**src/rtl/seq_divider_pkg.sv**
```systemverilog
`default_nettype none
// ============================================================================
// Module      : seq_divider_pkg
// Description : Shared constants for the sequential signed divider: FSM
//               state encoding, default operand width and the Z register
//               bus-multiplexer select codes used by the control unit.
// Revision    : 1.0 - initial release
// ============================================================================
package seq_divider_pkg;

  // Default operand/result width; the iteration count equals this value.
  localparam int c_DEFAULT_WIDTH = 32;

  // Divider FSM state encoding.
  typedef logic [1:0] divState_t;
  localparam divState_t c_IDLE = 2'd0;
  localparam divState_t c_CALC = 2'd1;
  localparam divState_t c_FIX  = 2'd2;
  localparam divState_t c_DONE = 2'd3;

  // Bus-multiplexer select codes for the Z register pair.
  localparam logic [4:0] c_ZSEL_HIGH = 5'd18;  // remainder
  localparam logic [4:0] c_ZSEL_LOW  = 5'd19;  // quotient

endpackage
`default_nettype wire

```
**src/rtl/seq_divider_if.sv**
```systemverilog
`default_nettype none
// ============================================================================
// Module      : seq_divider_if
// Description : Request/result bundle between the control unit (master) and
//               the sequential divider (slave).
// Revision    : 1.0 - initial release
// ============================================================================
interface seq_divider_if
  import seq_divider_pkg::*;
#(
  parameter int WIDTH = c_DEFAULT_WIDTH
) ();

  logic             start;
  logic [WIDTH-1:0] dividend;
  logic [WIDTH-1:0] divisor;
  logic [WIDTH-1:0] z_low;
  logic [WIDTH-1:0] z_high;
  logic             busy;
  logic             done;
  logic             div_by_zero;

  // Control-unit side: issues requests, observes results.
  modport master (
    output start, dividend, divisor,
    input  z_low, z_high, busy, done, div_by_zero
  );

  // Divider side: accepts requests, produces results.
  modport slave (
    input  start, dividend, divisor,
    output z_low, z_high, busy, done, div_by_zero
  );

endinterface
`default_nettype wire

```
**src/rtl/seq_divider_div_step.sv**
```systemverilog
`default_nettype none
// ============================================================================
// Module      : div_step
// Description : One combinational non-restoring division iteration on
//               magnitudes. A is a signed partial remainder one bit wider
//               than the operands; Q collects quotient bits from the right.
// Revision    : 1.0 - initial release
// ============================================================================
module div_step #(
  parameter int WIDTH = 32
) (
  input  logic [WIDTH:0]   i_a,
  input  logic [WIDTH-1:0] i_q,
  input  logic [WIDTH-1:0] i_m,
  output logic [WIDTH:0]   o_aNext,
  output logic [WIDTH-1:0] o_qNext
);

  logic [WIDTH:0] w_shifted;
  logic [WIDTH:0] w_mExt;

  // Shifting {A,Q} left drops A's sign bit; that is safe because |A| < M and
  // M never exceeds 2^(WIDTH-1), so 2A+q always fits in WIDTH+1 bits.
  assign w_shifted = {i_a[WIDTH-1:0], i_q[WIDTH-1]};
  assign w_mExt    = {1'b0, i_m};

  // Subtract when the pre-shift remainder is non-negative, otherwise add back.
  assign o_aNext = i_a[WIDTH] ? (w_shifted + w_mExt) : (w_shifted - w_mExt);

  // New quotient bit is set when the updated remainder is non-negative.
  assign o_qNext = {i_q[WIDTH-2:0], ~o_aNext[WIDTH]};

endmodule
`default_nettype wire

```
**src/rtl/seq_divider.sv**
```systemverilog
`default_nettype none
// ============================================================================
// Module      : seq_divider
// Description : Multi-cycle signed divider feeding the Z register pair.
//               Non-restoring division on operand magnitudes (one bit per
//               cycle), then a fix-up cycle that restores the remainder and
//               applies truncating-division signs. Quotient -> z_low,
//               remainder -> z_high.
// Revision    : 1.0 - initial release
// ============================================================================
module seq_divider
  import seq_divider_pkg::*;
#(
  parameter int WIDTH = c_DEFAULT_WIDTH
) (
  input  logic         clock,
  input  logic         clear,
  seq_divider_if.slave bus
);

  localparam int c_CNT_W = (WIDTH > 1) ? $clog2(WIDTH) : 1;
  localparam logic [c_CNT_W-1:0] c_LAST_STEP = c_CNT_W'(WIDTH - 1);

  divState_t        r_state;
  divState_t        w_stateNext;

  logic [WIDTH:0]   r_a;
  logic [WIDTH-1:0] r_q;
  logic [WIDTH-1:0] r_m;
  logic             r_signQ;
  logic             r_signR;
  logic [c_CNT_W-1:0] r_count;

  logic [WIDTH-1:0] r_zLow;
  logic [WIDTH-1:0] r_zHigh;
  logic             r_divByZero;

  logic             w_busy;
  logic             w_done;
  logic             w_divisorZero;
  logic [WIDTH-1:0] w_dividendMag;
  logic [WIDTH-1:0] w_divisorMag;
  logic [WIDTH:0]   w_aStep;
  logic [WIDTH-1:0] w_qStep;
  logic [WIDTH:0]   w_aFix;

  // Operand magnitudes; -2^(WIDTH-1) maps to 2^(WIDTH-1) read as unsigned.
  assign w_divisorZero = (bus.divisor == '0);
  assign w_dividendMag = bus.dividend[WIDTH-1] ? (-bus.dividend) : bus.dividend;
  assign w_divisorMag  = bus.divisor[WIDTH-1]  ? (-bus.divisor)  : bus.divisor;

  // A negative final partial remainder needs one add-back of M.
  assign w_aFix = r_a[WIDTH] ? (r_a + {1'b0, r_m}) : r_a;

  div_step #(
    .WIDTH (WIDTH)
  ) u_step (
    .i_a     (r_a),
    .i_q     (r_q),
    .i_m     (r_m),
    .o_aNext (w_aStep),
    .o_qNext (w_qStep)
  );

  // State register.
  always_ff @(posedge clock) begin
    if (clear) begin
      r_state <= c_IDLE;
    end else begin
      r_state <= w_stateNext;
    end
  end

  // Next-state logic; start is only looked at while idle, so it never queues.
  always_comb begin
    w_stateNext = r_state;
    case (r_state)
      c_IDLE: begin
        if (bus.start) begin
          w_stateNext = w_divisorZero ? c_DONE : c_CALC;
        end
      end
      c_CALC: begin
        if (r_count == c_LAST_STEP) begin
          w_stateNext = c_FIX;
        end
      end
      c_FIX:   w_stateNext = c_DONE;
      c_DONE:  w_stateNext = c_IDLE;
      default: w_stateNext = c_IDLE;
    endcase
  end

  // Status outputs decoded from the registered state.
  always_comb begin
    w_busy = 1'b0;
    w_done = 1'b0;
    case (r_state)
      c_CALC:  w_busy = 1'b1;
      c_FIX:   w_busy = 1'b1;
      c_DONE:  w_done = 1'b1;
      default: begin
        w_busy = 1'b0;
        w_done = 1'b0;
      end
    endcase
  end

  // Datapath: operand capture, one iteration per CALC cycle, result write-back.
  always_ff @(posedge clock) begin
    if (clear) begin
      r_a         <= '0;
      r_q         <= '0;
      r_m         <= '0;
      r_signQ     <= 1'b0;
      r_signR     <= 1'b0;
      r_count     <= '0;
      r_zLow      <= '0;
      r_zHigh     <= '0;
      r_divByZero <= 1'b0;
    end else begin
      case (r_state)
        c_IDLE: begin
          if (bus.start) begin
            if (w_divisorZero) begin
              // Divide by zero short-circuits straight to DONE.
              r_zLow      <= '1;
              r_zHigh     <= bus.dividend;
              r_divByZero <= 1'b1;
            end else begin
              r_a         <= '0;
              r_q         <= w_dividendMag;
              r_m         <= w_divisorMag;
              r_signQ     <= bus.dividend[WIDTH-1] ^ bus.divisor[WIDTH-1];
              r_signR     <= bus.dividend[WIDTH-1];
              r_count     <= '0;
              r_divByZero <= 1'b0;
            end
          end
        end
        c_CALC: begin
          r_a     <= w_aStep;
          r_q     <= w_qStep;
          r_count <= r_count + 1'b1;
        end
        c_FIX: begin
          // Quotient rounds toward zero; remainder carries the dividend's sign.
          r_a     <= w_aFix;
          r_zLow  <= r_signQ ? (-r_q) : r_q;
          r_zHigh <= r_signR ? (-w_aFix[WIDTH-1:0]) : w_aFix[WIDTH-1:0];
        end
        default: begin
          r_a <= r_a;
        end
      endcase
    end
  end

  assign bus.z_low       = r_zLow;
  assign bus.z_high      = r_zHigh;
  assign bus.busy        = w_busy;
  assign bus.done        = w_done;
  assign bus.div_by_zero = r_divByZero;

endmodule
`default_nettype wire

```
**src/flat_wrapper.sv**
```systemverilog
// flat-port wrapper written by rule: the top's interface ports become plain ports
module seq_divider_flat import seq_divider_pkg::*;
#(
  parameter int WIDTH = c_DEFAULT_WIDTH
)
  (clock, clear, bus_start, bus_dividend, bus_divisor, bus_z_low, bus_z_high, bus_busy, bus_done, bus_div_by_zero);
  seq_divider_if #(.WIDTH(WIDTH)) bus_i ();
  input  logic clock;
  input  logic clear;
  input wire logic [$bits(bus_i.start)-1:0] bus_start;
  input wire logic [$bits(bus_i.dividend)-1:0] bus_dividend;
  input wire logic [$bits(bus_i.divisor)-1:0] bus_divisor;
  output wire logic [$bits(bus_i.z_low)-1:0] bus_z_low;
  output wire logic [$bits(bus_i.z_high)-1:0] bus_z_high;
  output wire logic [$bits(bus_i.busy)-1:0] bus_busy;
  output wire logic [$bits(bus_i.done)-1:0] bus_done;
  output wire logic [$bits(bus_i.div_by_zero)-1:0] bus_div_by_zero;
  assign bus_i.start = bus_start;
  assign bus_i.dividend = bus_dividend;
  assign bus_i.divisor = bus_divisor;
  assign bus_z_low = bus_i.z_low;
  assign bus_z_high = bus_i.z_high;
  assign bus_busy = bus_i.busy;
  assign bus_done = bus_i.done;
  assign bus_div_by_zero = bus_i.div_by_zero;
  seq_divider #(.WIDTH(WIDTH)) u_core (.clock(clock), .clear(clear), .bus(bus_i));
endmodule
```
**config.mk**
```make
export PLATFORM = sky130hd
export DESIGN_NAME = seq_divider_flat
export DESIGN_NICKNAME = d
export VERILOG_FILES = /design/src/rtl/seq_divider_pkg.sv /design/src/rtl/seq_divider_if.sv /design/src/rtl/seq_divider_div_step.sv /design/src/rtl/seq_divider.sv /design/src/flat_wrapper.sv
export SDC_FILE = /design/constraint.sdc
export NUM_CORES = 1
export LEC_CHECK = 0
export CORE_MARGIN = 2
export CORE_UTILIZATION = 50
export DETAILED_ROUTE_END_ITERATION = 6
export PLACE_DENSITY = 0.79
export SETUP_SLACK_MARGIN = 0.3
export SYNTH_ARGS = -nofsm -noshare
export SYNTH_HDL_FRONTEND = slang
export SYNTH_SLANG_ARGS = --single-unit
```
**constraint.sdc**
```tcl
create_clock -name clock -period 4.9 [get_ports clock]
set_clock_uncertainty 0.15 [all_clocks]
set_input_delay 0.98 -clock clock [delete_from_list [all_inputs] [get_ports clock]]
set_output_delay 0.98 -clock clock [all_outputs]
set_load 0.01 [all_outputs]
```
**Where the registers sit**

Drawn at 3 px/um.
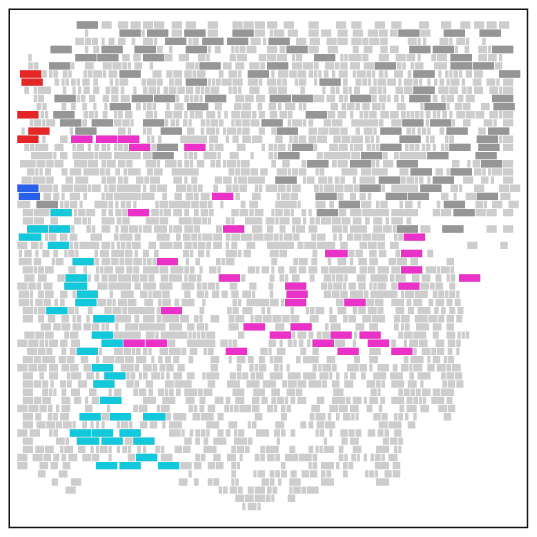
Key: cyan = u_core.r_m [sequential cells 32]; blue = u_core.r_state [sequential cells 2]; red = u_core.r_count [sequential cells 5, where top left]; magenta = u_core.r_a [sequential cells 33]

**Wiring by layer**

Drawn at 3 px/um.
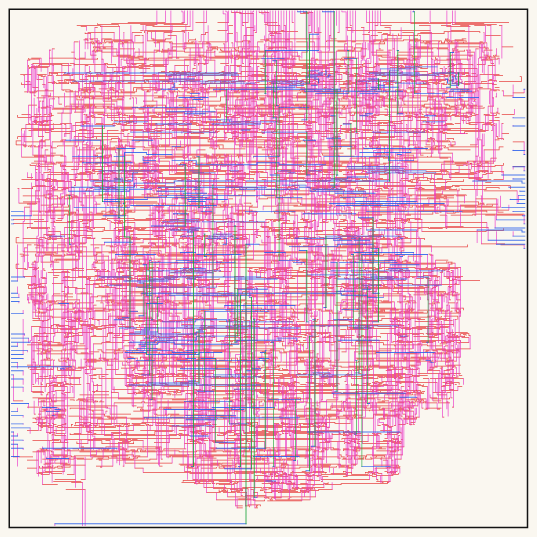
Key: blue = M3 [wire length 4000 um]; magenta = M2 [wire length 21.2 mm]; green = M4 [wire length 1810 um]; red = M1 [wire length 21.1 mm]

**Metal 4**

Drawn at 3 px/um. Supply wires on this layer in grey. Cells faint in the background.
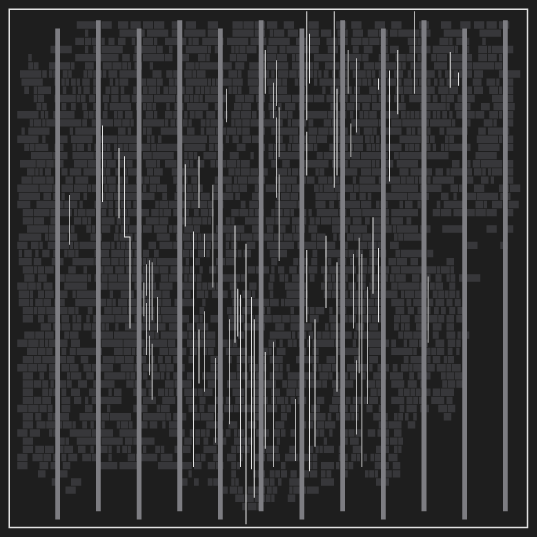
The layer carries 1810 um of wire. The wires run mostly vertical. The layer holds 3.8% of the routed length.

**Placement density heat map**

Drawn at 2 px/um. 17 x 17 tiles, from white (low) to dark blue (high), 0 to 100% covered.
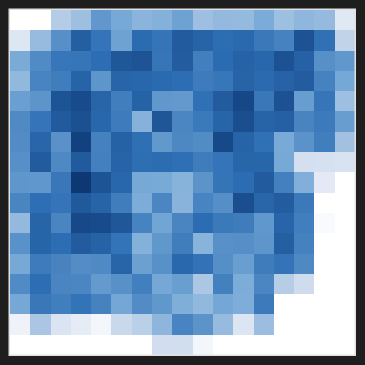
26% of the tiles are over 75% full. 12% of the tiles are nearly empty. The fullest tile reaches 97%. The emptiest ninth of the die: bottom right. The mean over all tiles is 55%.

==> flow_summary.json <==
{
  "drive_gt1_frac": 0.0911,
  "inv_count": 40,
  "reg2reg_to": "u_core.r_a[28]",
  "p_sw_mw": 4.92,
  "synth_cells": 1898,
  "first_global_vias": 13886,
  "maxCapViolCount": 0,
  "hp-start": "u_core.bus.div_by_zero",
  "hp-class": "reg2reg",
  "finalCriticalPeriod_ns": 4.49,
  "synth.most_common_cell": "nand2_1",
  "clk_pin_slew_ns": 0.08,
  "nClkBuffers": 17,
  "critical_path_buf_inv_count": 0,
  "via_per_inst": 6.33,
  "seq_share": 0.203,
  "synth-edff-count": 0,
  "fin_tns_setup_ns": 0,
  "grt_pass1_wl_mm": 74.7,
  "postLayoutCoreUtil": 0.606,
  "logic_family": "AND-OR/OR-AND gates",
  "io_buffer_count": 133,
  "tool_warnings": 33,
  "simple_gate_area_frac": 0.224,
  "seq_cell_count": 171,
  "critPathKind": "reg2reg",
  "ys_sh_aoi": 0.286,
  "syn_to_final_growth_pct": 19.2,
  "cts_setup_buffers": 3,
  "critical_path.slowest_cell": "or4_4",
  "required_ns": 5.02,
  "wl_met3_mm": 4.00,
  "ys.flops": 171,
  "insertedDiodeCount": 1,
  "grt_setup_unrepaired": "yes",
  "regArea_um2": 3430,
  "swShare": 0.499,
  "top_layer": "met4",
  "fill_cells": 2473,
  "topCellsByArea": "dfxtp_1, xor2_1, ha_1",
  "top_usage_layer": "met2",
  "grt.overflow.total": 0,
  "drt-met1-wl_mm": 21.1,
  "comb_share": 0.612,
  "ys_warn_count": 0,
  "whs_ns": 0.323,
  "nNetsFinal": 2153,
  "grt_max_degree": 97,
  "largest_reg_flops": 33,
  "p_seq_frac": 0.223,
  "netlist_area_um2": 14200,
  "num_vias": 15183,
  "p_int_mw": 4.94,
  "p_seq_mw": 2.20,
  "ys_area_um2": 14200,
  "worstSetupStartpoint": "u_core.r_m[13]",
  "layout.cells.most_common": "nand2_1",
  "crit_end": "u_core.r_a[28]",
  "grtUsageMet3": 0.0472,
  "setup_viol": 0,
  "cts-resized-gates": 9,
  "die_h_um": 172,
  "pg_clk_mw": 1.36,
  "top_area_cell_class": "logic gates",
  "status": "finished, final reports clean",
  "logic_gates": 1570,
  "pre_cts_slack_ns": -0.0350,
  "dieArea_um2": 29700,
  "hold_depth": 2,
  "syn_area_per_cell_um2": 7.46,
  "power_mw": 9.86,
  "rows": 61,
  "cts.sinks": 171,
  "async_flop_share": 0,
  "power_leader": "combinational logic",
  "gp_congestion": 1.03,
  "top_register": "u_core.r_a",
  "met1_usage": 0.436,
  "antenna_left": 0,
  "critPathArrivalTime_ns": 4.61
}
